==> src/rtl/cpu_pkg.sv <==
// Shared definitions for the pipeline control blocks.
// Contents:
//   hz_state_t                    - hazard controller FSM states
//   FWD_REG, FWD_EXMEM, FWD_MEMWB - EX operand forwarding select codes
//   REG_W                         - register specifier width
package cpu_pkg;

    localparam int REG_W = 3;

    typedef enum logic [1:0] {
        RUN   = 2'd0,
        STALL = 2'd1,
        FLUSH = 2'd2
    } hz_state_t;

    localparam logic [1:0] FWD_REG   = 2'b00;
    localparam logic [1:0] FWD_EXMEM = 2'b01;
    localparam logic [1:0] FWD_MEMWB = 2'b10;

endpackage

==> src/rtl/hazard_ctrl_if.sv <==
// Bundle of pipeline-stage information consumed by the hazard controller,
// together with the stall, flush and forwarding controls it returns.
// Modports:
//   master - pipeline side: drives the ID/EX/MEM/WB fields and receives the
//            IF_IDstall, jumpClear and fwdA_sel/fwdB_sel controls.
//   slave  - hazard controller side (the reverse directions).
interface hazard_ctrl_if;
    import cpu_pkg::*;

    logic [REG_W-1:0] id_Areg;
    logic [REG_W-1:0] id_Breg;
    logic             id_useA;
    logic             id_useB;
    logic [REG_W-1:0] ex_targetReg;
    logic             ex_regWrite;
    logic             ex_memRead;
    logic             ex_jumpEnable;
    logic [REG_W-1:0] ex_Areg;
    logic [REG_W-1:0] ex_Breg;
    logic [REG_W-1:0] mem_targetReg;
    logic             mem_regWrite;
    logic [REG_W-1:0] wb_targetReg;
    logic             wb_regWrite;
    logic             IF_IDstall;
    logic             jumpClear;
    logic [1:0]       fwdA_sel;
    logic [1:0]       fwdB_sel;

    modport master (
        output id_Areg, id_Breg, id_useA, id_useB,
        output ex_targetReg, ex_regWrite, ex_memRead, ex_jumpEnable,
        output ex_Areg, ex_Breg,
        output mem_targetReg, mem_regWrite, wb_targetReg, wb_regWrite,
        input  IF_IDstall, jumpClear, fwdA_sel, fwdB_sel
    );

    modport slave (
        input  id_Areg, id_Breg, id_useA, id_useB,
        input  ex_targetReg, ex_regWrite, ex_memRead, ex_jumpEnable,
        input  ex_Areg, ex_Breg,
        input  mem_targetReg, mem_regWrite, wb_targetReg, wb_regWrite,
        output IF_IDstall, jumpClear, fwdA_sel, fwdB_sel
    );

endinterface

==> src/rtl/hazard_ctrl_fwd_unit.sv <==
// Forwarding select for one EX operand (purely combinational).
// Ports:
//   src        in  source register of the EX instruction for this operand
//   mem_target in  destination in EX/MEM;  mem_wr in  EX/MEM writes
//   wb_target  in  destination in MEM/WB;  wb_wr  in  MEM/WB writes
//   sel        out FWD_REG / FWD_EXMEM / FWD_MEMWB
// Parameter R0_ZERO: register 0 is hard-wired zero and is never forwarded.
module fwd_unit
    import cpu_pkg::*;
#(
    parameter bit R0_ZERO = 1'b1
) (
    input  logic [REG_W-1:0] src,
    input  logic [REG_W-1:0] mem_target,
    input  logic             mem_wr,
    input  logic [REG_W-1:0] wb_target,
    input  logic             wb_wr,
    output logic [1:0]       sel
);

    logic src_is_r0;

    assign src_is_r0 = R0_ZERO && (src == '0);

    // EX/MEM holds the younger result, so it wins over MEM/WB.
    always_comb begin
        sel = FWD_REG;
        if (!src_is_r0) begin
            if (mem_wr && (mem_target == src)) begin
                sel = FWD_EXMEM;
            end else if (wb_wr && (wb_target == src)) begin
                sel = FWD_MEMWB;
            end
        end
    end

endmodule

==> src/rtl/hazard_ctrl.sv <==
// Pipeline hazard controller for the ID/EX register.
//   - Load-use hazard between ID and EX: raises IF_IDstall for
//     LOAD_STALL_CYCLES cycles (IF/ID and PC hold, ID/EX loads a bubble).
//   - Jump resolved in EX: raises jumpClear for JUMP_FLUSH_CYCLES cycles
//     (IF/ID and ID/EX load bubbles). Jumps always beat load-use stalls.
//   - EX operand forwarding selects from EX/MEM and MEM/WB.
// Ports:
//   clk   in  system clock
//   rst_n in  asynchronous active-low reset
//   bus   hazard_ctrl_if.slave - stage info in, IF_IDstall / jumpClear /
//         fwdA_sel / fwdB_sel out (all outputs are combinational)
//   stall_cnt, flush_cnt out [15:0] - only when HAZARD_PERF_CNT_EN is
//         defined: saturating counts of stall and flush cycles.
// Optional feature macro: HAZARD_PERF_CNT_EN
module hazard_ctrl
    import cpu_pkg::*;
#(
    parameter int LOAD_STALL_CYCLES = 1,
    parameter int JUMP_FLUSH_CYCLES = 1,
    parameter bit R0_ZERO           = 1'b1
) (
    input  logic clk,
    input  logic rst_n,
`ifdef HAZARD_PERF_CNT_EN
    output logic [15:0] stall_cnt,
    output logic [15:0] flush_cnt,
`endif
    hazard_ctrl_if.slave bus
);

    localparam logic [2:0] STALL_RELOAD = 3'(LOAD_STALL_CYCLES - 1);
    localparam logic [2:0] FLUSH_RELOAD = 3'(JUMP_FLUSH_CYCLES - 1);
    localparam bit MULTI_STALL = (LOAD_STALL_CYCLES > 1);
    localparam bit MULTI_FLUSH = (JUMP_FLUSH_CYCLES > 1);

    hz_state_t  state, state_nxt;
    logic [2:0] cnt, cnt_nxt;
    logic       stall, jclr;
    logic       match_a, match_b, lu;
    logic [1:0] fwd_a_raw, fwd_b_raw;

    // A source register matches when EX writes it; r0 optionally never does.
    assign match_a = bus.ex_regWrite && (bus.id_Areg == bus.ex_targetReg)
                     && !(R0_ZERO && (bus.id_Areg == '0));
    assign match_b = bus.ex_regWrite && (bus.id_Breg == bus.ex_targetReg)
                     && !(R0_ZERO && (bus.id_Breg == '0));
    assign lu      = bus.ex_memRead
                     && ((bus.id_useA && match_a) || (bus.id_useB && match_b));

    always_ff @(posedge clk or negedge rst_n) begin
        if (!rst_n) begin
            state <= RUN;
            cnt   <= '0;
        end else begin
            state <= state_nxt;
            cnt   <= cnt_nxt;
        end
    end

    always_comb begin
        state_nxt = state;
        cnt_nxt   = cnt;
        stall     = 1'b0;
        jclr      = 1'b0;
        unique case (state)
            RUN: begin
                if (bus.ex_jumpEnable) begin
                    jclr = 1'b1;
                    if (MULTI_FLUSH) begin
                        state_nxt = FLUSH;
                        cnt_nxt   = FLUSH_RELOAD;
                    end
                end else if (lu) begin
                    stall = 1'b1;
                    if (MULTI_STALL) begin
                        state_nxt = STALL;
                        cnt_nxt   = STALL_RELOAD;
                    end
                end
            end
            STALL: begin
                if (bus.ex_jumpEnable) begin
                    // The jump squashes the stalled instruction anyway.
                    jclr = 1'b1;
                    if (MULTI_FLUSH) begin
                        state_nxt = FLUSH;
                        cnt_nxt   = FLUSH_RELOAD;
                    end else begin
                        state_nxt = RUN;
                        cnt_nxt   = '0;
                    end
                end else begin
                    stall = 1'b1;
                    if (cnt == 3'd1) begin
                        state_nxt = RUN;
                        cnt_nxt   = '0;
                    end else begin
                        cnt_nxt = cnt - 3'd1;
                    end
                end
            end
            FLUSH: begin
                jclr = 1'b1;
                if (bus.ex_jumpEnable) begin
                    cnt_nxt = FLUSH_RELOAD;
                end else if (cnt == 3'd1) begin
                    state_nxt = RUN;
                    cnt_nxt   = '0;
                end else begin
                    cnt_nxt = cnt - 3'd1;
                end
            end
            default: begin
                state_nxt = RUN;
                cnt_nxt   = '0;
            end
        endcase
        // During reset the unreset ID/EX register is filled with bubbles.
        if (!rst_n) begin
            stall = 1'b0;
            jclr  = 1'b1;
        end
    end

    fwd_unit #(.R0_ZERO(R0_ZERO)) u_fwd_a (
        .src        (bus.ex_Areg),
        .mem_target (bus.mem_targetReg),
        .mem_wr     (bus.mem_regWrite),
        .wb_target  (bus.wb_targetReg),
        .wb_wr      (bus.wb_regWrite),
        .sel        (fwd_a_raw)
    );

    fwd_unit #(.R0_ZERO(R0_ZERO)) u_fwd_b (
        .src        (bus.ex_Breg),
        .mem_target (bus.mem_targetReg),
        .mem_wr     (bus.mem_regWrite),
        .wb_target  (bus.wb_targetReg),
        .wb_wr      (bus.wb_regWrite),
        .sel        (fwd_b_raw)
    );

    assign bus.IF_IDstall = stall;
    assign bus.jumpClear  = jclr;
    assign bus.fwdA_sel   = rst_n ? fwd_a_raw : FWD_REG;
    assign bus.fwdB_sel   = rst_n ? fwd_b_raw : FWD_REG;

`ifdef HAZARD_PERF_CNT_EN
    always_ff @(posedge clk or negedge rst_n) begin
        if (!rst_n) begin
            stall_cnt <= '0;
            flush_cnt <= '0;
        end else begin
            if (stall && (stall_cnt != 16'hFFFF)) stall_cnt <= stall_cnt + 16'd1;
            if (jclr && (flush_cnt != 16'hFFFF)) flush_cnt <= flush_cnt + 16'd1;
        end
    end
`endif

endmodule

==> src/flat_wrapper.sv <==
// flat-port wrapper written by rule: the top's interface ports become plain ports
module hazard_ctrl_flat import cpu_pkg::*;
#(
    parameter int LOAD_STALL_CYCLES = 1,
    parameter int JUMP_FLUSH_CYCLES = 1,
    parameter bit R0_ZERO           = 1'b1
)
  (clk, rst_n, bus_id_Areg, bus_id_Breg, bus_id_useA, bus_id_useB, bus_ex_targetReg, bus_ex_regWrite, bus_ex_memRead, bus_ex_jumpEnable, bus_ex_Areg, bus_ex_Breg, bus_mem_targetReg, bus_mem_regWrite, bus_wb_targetReg, bus_wb_regWrite, bus_IF_IDstall, bus_jumpClear, bus_fwdA_sel, bus_fwdB_sel);
  hazard_ctrl_if bus_i ();
  input  logic clk;
  input  logic rst_n;
  input wire logic [$bits(bus_i.id_Areg)-1:0] bus_id_Areg;
  input wire logic [$bits(bus_i.id_Breg)-1:0] bus_id_Breg;
  input wire logic [$bits(bus_i.id_useA)-1:0] bus_id_useA;
  input wire logic [$bits(bus_i.id_useB)-1:0] bus_id_useB;
  input wire logic [$bits(bus_i.ex_targetReg)-1:0] bus_ex_targetReg;
  input wire logic [$bits(bus_i.ex_regWrite)-1:0] bus_ex_regWrite;
  input wire logic [$bits(bus_i.ex_memRead)-1:0] bus_ex_memRead;
  input wire logic [$bits(bus_i.ex_jumpEnable)-1:0] bus_ex_jumpEnable;
  input wire logic [$bits(bus_i.ex_Areg)-1:0] bus_ex_Areg;
  input wire logic [$bits(bus_i.ex_Breg)-1:0] bus_ex_Breg;
  input wire logic [$bits(bus_i.mem_targetReg)-1:0] bus_mem_targetReg;
  input wire logic [$bits(bus_i.mem_regWrite)-1:0] bus_mem_regWrite;
  input wire logic [$bits(bus_i.wb_targetReg)-1:0] bus_wb_targetReg;
  input wire logic [$bits(bus_i.wb_regWrite)-1:0] bus_wb_regWrite;
  output wire logic [$bits(bus_i.IF_IDstall)-1:0] bus_IF_IDstall;
  output wire logic [$bits(bus_i.jumpClear)-1:0] bus_jumpClear;
  output wire logic [$bits(bus_i.fwdA_sel)-1:0] bus_fwdA_sel;
  output wire logic [$bits(bus_i.fwdB_sel)-1:0] bus_fwdB_sel;
  assign bus_i.id_Areg = bus_id_Areg;
  assign bus_i.id_Breg = bus_id_Breg;
  assign bus_i.id_useA = bus_id_useA;
  assign bus_i.id_useB = bus_id_useB;
  assign bus_i.ex_targetReg = bus_ex_targetReg;
  assign bus_i.ex_regWrite = bus_ex_regWrite;
  assign bus_i.ex_memRead = bus_ex_memRead;
  assign bus_i.ex_jumpEnable = bus_ex_jumpEnable;
  assign bus_i.ex_Areg = bus_ex_Areg;
  assign bus_i.ex_Breg = bus_ex_Breg;
  assign bus_i.mem_targetReg = bus_mem_targetReg;
  assign bus_i.mem_regWrite = bus_mem_regWrite;
  assign bus_i.wb_targetReg = bus_wb_targetReg;
  assign bus_i.wb_regWrite = bus_wb_regWrite;
  assign bus_IF_IDstall = bus_i.IF_IDstall;
  assign bus_jumpClear = bus_i.jumpClear;
  assign bus_fwdA_sel = bus_i.fwdA_sel;
  assign bus_fwdB_sel = bus_i.fwdB_sel;
  hazard_ctrl #(.LOAD_STALL_CYCLES(LOAD_STALL_CYCLES), .JUMP_FLUSH_CYCLES(JUMP_FLUSH_CYCLES), .R0_ZERO(R0_ZERO)) u_core (.clk(clk), .rst_n(rst_n), .bus(bus_i));
endmodule
==> config.mk <==
export PLATFORM = sky130hd
export DESIGN_NAME = hazard_ctrl_flat
export DESIGN_NICKNAME = d
export VERILOG_FILES = /design/src/rtl/cpu_pkg.sv /design/src/rtl/hazard_ctrl_if.sv /design/src/rtl/hazard_ctrl_fwd_unit.sv /design/src/rtl/hazard_ctrl.sv /design/src/flat_wrapper.sv
export SDC_FILE = /design/constraint.sdc
export NUM_CORES = 1
export LEC_CHECK = 0
export CAP_MARGIN = 20
export CORE_MARGIN = 2
export CORE_UTILIZATION = 40
export DETAILED_ROUTE_END_ITERATION = 8
export GPL_ROUTABILITY_DRIVEN = 0
export GPL_TIMING_DRIVEN = 0
export PLACE_DENSITY = 0.89
export SLEW_MARGIN = 20
export SYNTH_ARGS = -nofsm -noshare
export SYNTH_HDL_FRONTEND = slang
export SYNTH_SLANG_ARGS = --single-unit
==> constraint.sdc <==
create_clock -name clk -period 2.05 [get_ports clk]
set_input_delay 0.3075 -clock clk [delete_from_list [all_inputs] [get_ports clk]]
set_output_delay 0.3075 -clock clk [all_outputs]
set_load 0.005 [all_outputs]
run_1/io_placement.png
Drawn at 12 px/um. Pins as bars across the die edge, other pins in grey.
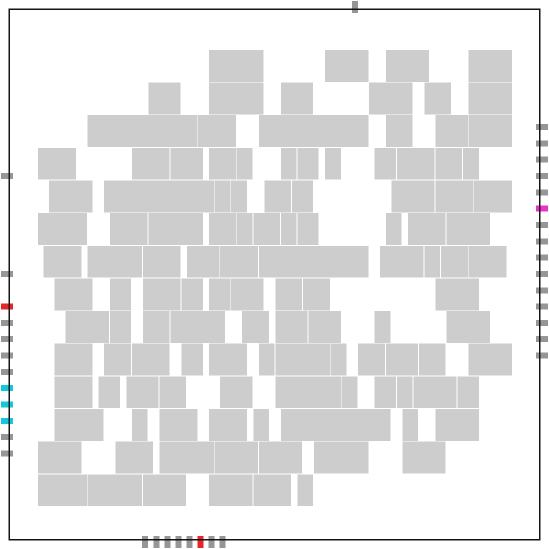
Key: magenta = bus_id_useB [pins 1, direction input, edge right]; cyan = bus_ex_Areg [pins 3, direction input, edge left]; red = bus_fwdB_sel [pins 2, direction output, edge 1 bottom, 1 left]
All pins by edge: 15 right, 12 left, 8 bottom, 1 top.

run_1/io_fan.png
Drawn at 6 px/um.
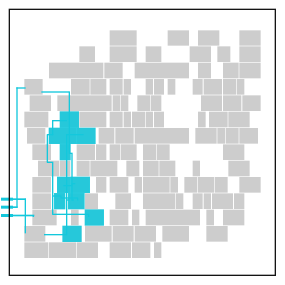
Key: cyan = bus_ex_Areg [bits 3, direction input, end cells 10, buffers 3, wire 113 um]
I/O Pins: 36
count of input and output buffers: 34

run_1/wires.png
Drawn at 12 px/um. Two of the layers only.
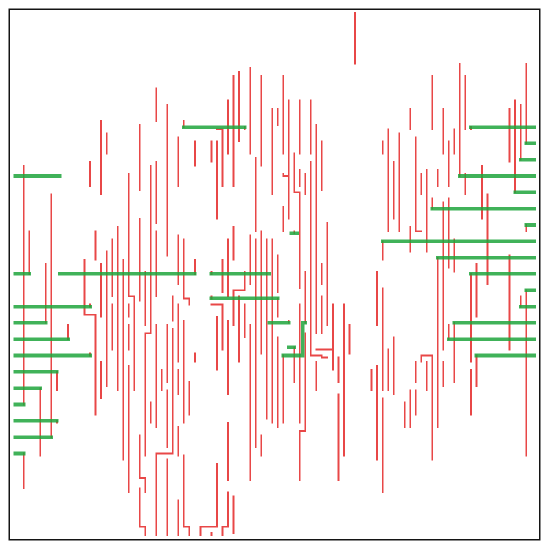
Key: red = metal 2 [wire length 983 um]; green = metal 3 [wire length 141 um]
total number of vias: 757
Detailed Route WL: 1820 um
routed wire length per instance: 13.4 um
GRT Util Overall: 19.7%

run_1/placement.png
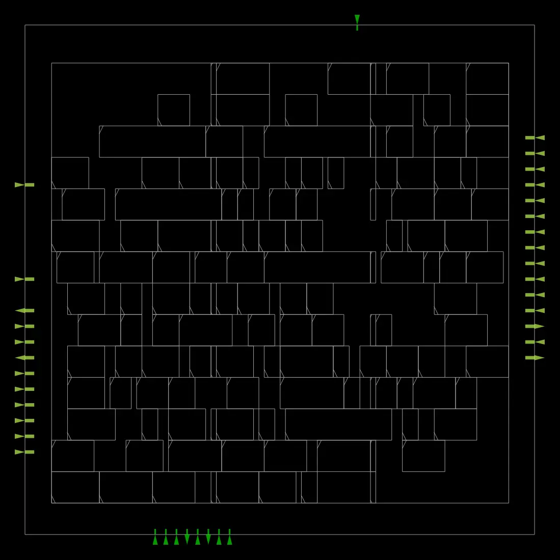
Final Instance Count excl. Fillers: 136
utilization after layout: 68.6%
Seq Cell Count: 5

==> job_summary.md, run 1 <==
## PnR job results

| Metric | Value |
|---|---|
| Worst voltage drop across the vdd grid | `0.208 mV` |
| Detailed placer's ending HPWL | `1500 um` |
| Kind of critical path | `in -> out` |
| Placed Cells incl. Taps | `132` |
| Layout buffering overhead excluding clock cells | `34.5%` |
| Number of multi-input logic gates | `69` |
| Number of antenna violations at the first check in global routing | `0` |
| Time the worst path needs with I/O delays and setup | `1920 ps` |
| Yosys stat area | `643 um2` |
| Status | `complete, no violations` |
| Tap cell count | `16` |
| Warning total across the stage logs | `29` |
| Area growth from synthesis to layout | `60.7%` |
| Area of the chip | `1940 um2` |
| Post-synthesis register bit count | `5` |
| First-pass GRT wire length | `2780 um` |
| Maximum Capacitance Violations | `0` |
| Data required time of the worst path | `1740 ps` |
| Static Leakage | `0.439 nW` |
| Register fraction of the total cell area | `12.1%` |
| Clock-pin transition on the worst setup and hold timing paths | `50 ps` |
| Number of pins with negative max-slew slack in the final report | `0` |
| Pin count of the biggest net entering global routing | `13` |
| Number of diodes added for antenna fixing | `0` |
| Commonest register cell after synthesis | `dfrtp_1` |
| Count of inverters not on the clock network in the layout | `6` |
| Total power divided by cell area | `338 nW/um2` |
| Slew at the pin closest to its max-slew limit | `464 ps` |
| Leading post-synthesis cells by cell area | `dfrtp_1 (19%), xnor2_1 (19%), ha_1 (9.7%)` |
| Critical Path Start Type | `primary input` |
| Maximum operating frequency | `521 MHz` |
| Synth Net Count | `117` |
| Headroom to the max-slew limit | `69.1%` |
| Initial DRT Pass Iterations | `4` |
| Overflow after GRT | `0` |
| Top cell type's share of synthesized area | `19.5%` |
| Proportion of synthesized chip area in sequential cells | `19.5%` |
## run 1: sequential cells by signal, summed over array words and instances (netlist names)
signal / cells
u_core.cnt: 3
u_core.state: 2
## run 1: metrics by stage
step	instance area (um2)	worst slack (ps)	util (%)	TNS (ps)
final	1030	132	68.6	0
after global routing	1030	5.59	68.6	0
after CTS	1020	11.5	67.9	0
after detailed placement	1000	-361	66.6	-1200
after global placement	1000	-341	66.6	-1090
after floorplan	643	555	-	0
## run 1: Yosys cell counts, types with 4 or more instances
cell type	n
nand2_1	7
nor2_1	5
xnor2_1	14
o31ai_1	4
dfrtp_1	5
nand4_1	5
ha_1	5
inv_1	6
a21oi_1	6
## run 1: what timing repair did
| action | CTS | global route |
|---|---|---|
| resized | 18 | 6 |
| setup endpoints to repair | 5 | 3 |
| setup buffers | 0 | 1 |
| hold buffers | 0 | 0 |
| pin swaps | 0 | 4 |
| hold endpoints to repair | 0 | 0 |
## run 1: path summary, 6_finish.rpt
kind | from | to | slack, ps | depth (start not counted)
setup / recovery | bus_ex_targetReg[1] | bus_IF_IDstall | 130 | 6
hold / removal | rst_n | u_core.cnt[2]$_DFFE_PN0N_ | 120 | 1
setup reg to reg | u_core.state[1]$_DFFE_PN0P_ | u_core.cnt[1]$_DFFE_PN0N_ | 730 | 4
hold reg to reg | u_core.cnt[1]$_DFFE_PN0N_ | u_core.cnt[1]$_DFFE_PN0N_ | 480 | 2
max in group asynchronous | rst_n | u_core.state[0]$_DFFE_PN0P_ | 1620 | 1
min in group clk | u_core.cnt[1]$_DFFE_PN0N_ | u_core.cnt[1]$_DFFE_PN0N_ | 480 | 2
## run 1: metal layers
| layer | vias to the layer above | share of wire, % |
|---|---|---|
| met1 | 350 | 37 |
| met4 | 0 | 1.2 |
| met5 | - | 0 |
| met2 | 37 | 54 |
| li1 | 364 | - |
| met3 | 6 | 7.7 |
## run 1: report_power, final
part / switching, mW / internal [mW] / leakage, nW / total (mW)
clock: 0.0444 / 0.0739 / 0.0150 / 0.118
sequential: 0.00101 / 0.100 / 0.0571 / 0.101
combinational: 0.0504 / 0.0793 / 0.367 / 0.130
## run 1: critical path, cell delays in order
cell and delay, ps:
clkdlybuf4s50_1 520, xnor2_1 120, and3_1 160, a32oi_1 110, o31ai_1 250, clkbuf_2 150
## run 1: cells in the final DEF, fill, tap and decap left out, drive strengths merged
cell type and n:
a21o 1, a21oi 6, a32oi 1, and2 2
and3 2, buf 2, clkbuf 5, clkdlybuf4s15 4
clkdlybuf4s50 20, dfrtp 5, dlygate4sd2 6, dlymetal6s2s 3
ha 5, inv 6, nand2 7, nand2b 2
nand3 2, nand4 5, nor2 5, nor2b 1
nor3 1, nor3b 2, nor4 1, o21ai 2
o21bai 2, o31ai 4, o41ai 1, or2 1
or3 2, xnor2 14
## run 1: cell families after synthesis
logic type	Yosys count	share of synthesized area (%)
AOI/OAI and AO/OA	17	17.1
xor gates and xnor gates	14	19.1
adders and majority gates	5	9.73
buffers and inverters	8	5.84
DFF	5	19.5
and+or+nand+nor	33	28.8
run_1/sizes.png
Drawn at 12 px/um.
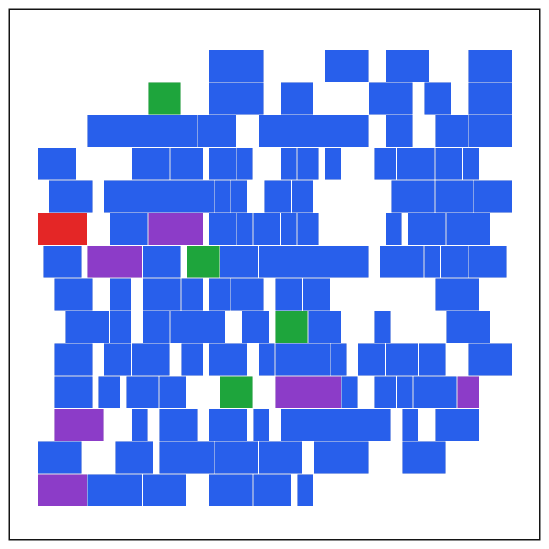

==> run 2: changes to the inputs <==
--- a/config.mk
+++ b/config.mk
@@ -7,11 +7,11 @@
 export LEC_CHECK = 0
 export CAP_MARGIN = 20
 export CORE_MARGIN = 2
-export CORE_UTILIZATION = 40
+export CORE_UTILIZATION = 37
 export DETAILED_ROUTE_END_ITERATION = 8
 export GPL_ROUTABILITY_DRIVEN = 0
 export GPL_TIMING_DRIVEN = 0
-export PLACE_DENSITY = 0.89
+export PLACE_DENSITY = 0.84
 export SLEW_MARGIN = 20
 export SYNTH_ARGS = -nofsm -noshare
 export SYNTH_HDL_FRONTEND = slang
==> constraint.sdc (replaced) <==
create_clock -name clk -period 2.13 [get_ports clk]
set_input_delay 0.3195 -clock clk [delete_from_list [all_inputs] [get_ports clk]]
set_output_delay 0.3195 -clock clk [all_outputs]
set_load 0.005 [all_outputs]
run_2/sizes.png
Drawn at 10 px/um.
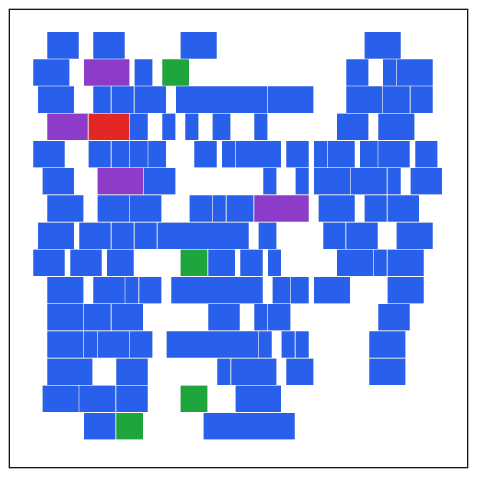
Key: red = _6 and larger [cells 1, share 0.83%]; purple = _2 cells [cells 4, share 3.3%]; blue = _0 and _1 cells [cells 111, share 93%]; green = _3 and _4 cells [cells 4, share 3.3%]
Setup WS post-layout: 84.8 ps
area growth from synthesis to layout: 60.3%

==> run 2 against run 1 <==
  * Critical path depth fell by 1
  * Setup slack got worse by 48 ps
  * Clock power fell by 6%
  * Largest cell class unchanged
  * Critical endpoint is now bus_fwdA_sel[0]
  * Largest power group unchanged
  * Synthesized cell count did not move
  * Die area rose by 7.4%
==> job_summary.md, run 2 <==
## PnR job results

| Metric | Value |
|---|---|
| Number of cells traversed by the worst register-to-register path | `5` |
| Critical Path Start Type | `primary input` |
| Kind of critical path | `in -> out` |
| Arithmetic-cell share of the synthesized area counting full adders, half adders and majority gates | `9.73%` |
| Number of pins with negative max-slew slack in the final report | `0` |
| Initial DRT Pass Iterations | `4` |
| Number of diodes added for antenna fixing | `0` |
| Top reg by flops | `u_core.cnt` |
| Top Layout Cells | `clkdlybuf4s50_1 (23), xnor2_1 (14), dlygate4sd2_1 (8)` |
| Synth Net Count | `117` |
| Count of input and output buffers | `34` |
| Final Instance Count excl. Fillers | `137` |
| Detailed Route WL | `1700 um` |
| Area of the chip | `2090 um2` |
| Routed wire length per instance | `12.4 um` |
| Source of the worst register-to-register timing path | `u_core.state[0]$_DFFE_PN0P_` |
| Post-synthesis register bit count | `5` |
| Proportion of synthesized chip area in sequential cells | `19.5%` |
| Yosys stat area | `643 um2` |
| Warning total across the stage logs | `29` |
| Headroom to the max-slew limit | `69.5%` |
| Number of flip-flops under the largest register name | `3` |
| Largest combinational cell category by area | `simple AND/OR/NAND/NOR gates` |
| Clock-pin transition on the worst setup and hold timing paths | `40 ps` |
| Hold bufs inserted after CTS | `0` |
| Most frequent cell after synthesis | `xnor2_1` |
| Most common logic cell in the routed design | `clkdlybuf4s50_1` |
| Maximum operating frequency | `489 MHz` |
| Placed Cells incl. Taps | `133` |
| Leading post-synthesis cells by cell area | `dfrtp_1 (19%), xnor2_1 (19%), ha_1 (9.7%)` |
| Maximum Capacitance Violations | `0` |
| Static Leakage | `0.433 nW` |
| Area fraction in xor and xnor cells | `19.1%` |
| Data required time of the worst path | `1810 ps` |
| Worst voltage drop across the vdd grid | `0.223 mV` |
| Post-Synth Simple-Gate Area | `28.8%` |
| First-pass GRT wire length | `2510 um` |
| Time the worst path needs with I/O delays and setup | `2050 ps` |
| Setup tns final | `0 ps` |
| I/O Pins | `36` |
| Top cell type's share of synthesized area | `19.5%` |
| Total power divided by cell area | `321 nW/um2` |
| R2r endpoint | `u_core.state[0]$_DFFE_PN0P_` |
| CP startpoint | `bus_mem_targetReg[0]` |
| Area fraction in mux cells | `0%` |
| Total number of vias | `717` |
| Number of antenna violations at the first check in global routing | `0` |
| Status | `complete, no violations` |
run_2/io_placement.png
Drawn at 10 px/um. Pins as bars across the die edge, other pins in grey.
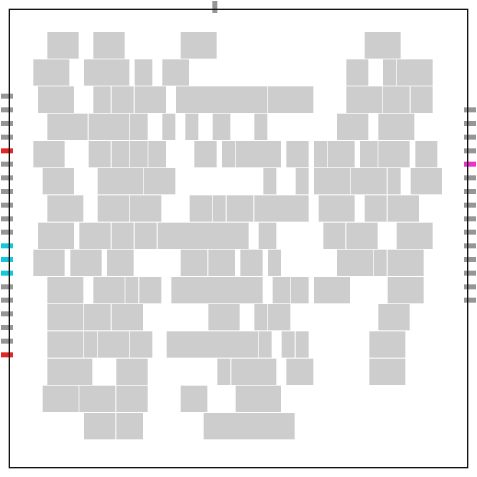
Key: magenta = bus_id_useB [pins 1, direction input, edge right]; red = bus_fwdB_sel [pins 2, direction output, edge left]; cyan = bus_ex_Areg [pins 3, direction input, edge left]

==> run 2: how the worst max path moves through the flow <==
stage,to,slack [ps]
floorplan,bus_IF_IDstall,620
global placement,bus_fwdB_sel[1],-280
detailed placement,bus_fwdB_sel[1],-290
CTS,bus_fwdB_sel[0],60
global route,bus_fwdA_sel[0],7
finish,bus_fwdA_sel[0],80
==> run 2: where the power goes <==
part           leakage [nW]  switching (mW)  internal (mW)
Sequential           0.0571         0.00104         0.0963
Combinational         0.361          0.0454         0.0768
Clock                0.0150          0.0404         0.0709
Total                 0.433          0.0869          0.244
==> run 2: metrics by stage <==
step	hold slack, ps	worst slack (ps)	area [um2]	util [%]
2_1_floorplan	23.9	623	643	-
3_3_place_gp	457	-280	1000	60.1
3_5_place_dp	472	-291	1000	60.1
4_1_cts	131	58.3	1020	61.1
5_1_grt	166	6.77	1030	61.7
6_report	127	84.8	1030	61.7
==> run 2: timing repair <==
action | 4_1_cts | 5_1_grt
pin swaps | 0 | 2
buffers inserted | 0 | 1
setup endpoints to repair | 5 | 1
gates resized | 14 | 1
==> run 2: final cells by class <==
cell class | instances | area share [%]
plain buffers | 1 | 1.09
inverters | 6 | 2.18
multi-input cells | 69 | 46.8
repair buffers | 35 | 33.1
flip-flops and latches | 5 | 12.1
clock buffers | 4 | 2.55
well taps | 17 | 2.06
==> run 2: logic make-up after synthesis <==
logic type	Yosys count
AND-OR/OR-AND	17
XOR/XNOR	14
adder cells (fa/ha/maj)	5
buffers and inverters	8
flip-flops	5
AND/OR/NAND/NOR	33
==> run 2: worst max-delay path, cell delays in order <==
cell and delay, ps:
clkdlybuf4s50_1 520, xnor2_1 130, nand4_1 130, nor2_1 120, clkdlybuf4s50_1 500
==> run 2: metal layers <==
metal | GRT usage (%) | share of wire, % | vias up
li1 | - | - | 367
met5 | 0 | 0 | -
met3 | 4.76 | 11 | 4
met4 | 8.57 | 1.4 | 0
met1 | 12.8 | 35 | 309
met2 | 35.2 | 53 | 37
Power figures rest on the tool's default switching activity, not on a simulated workload.
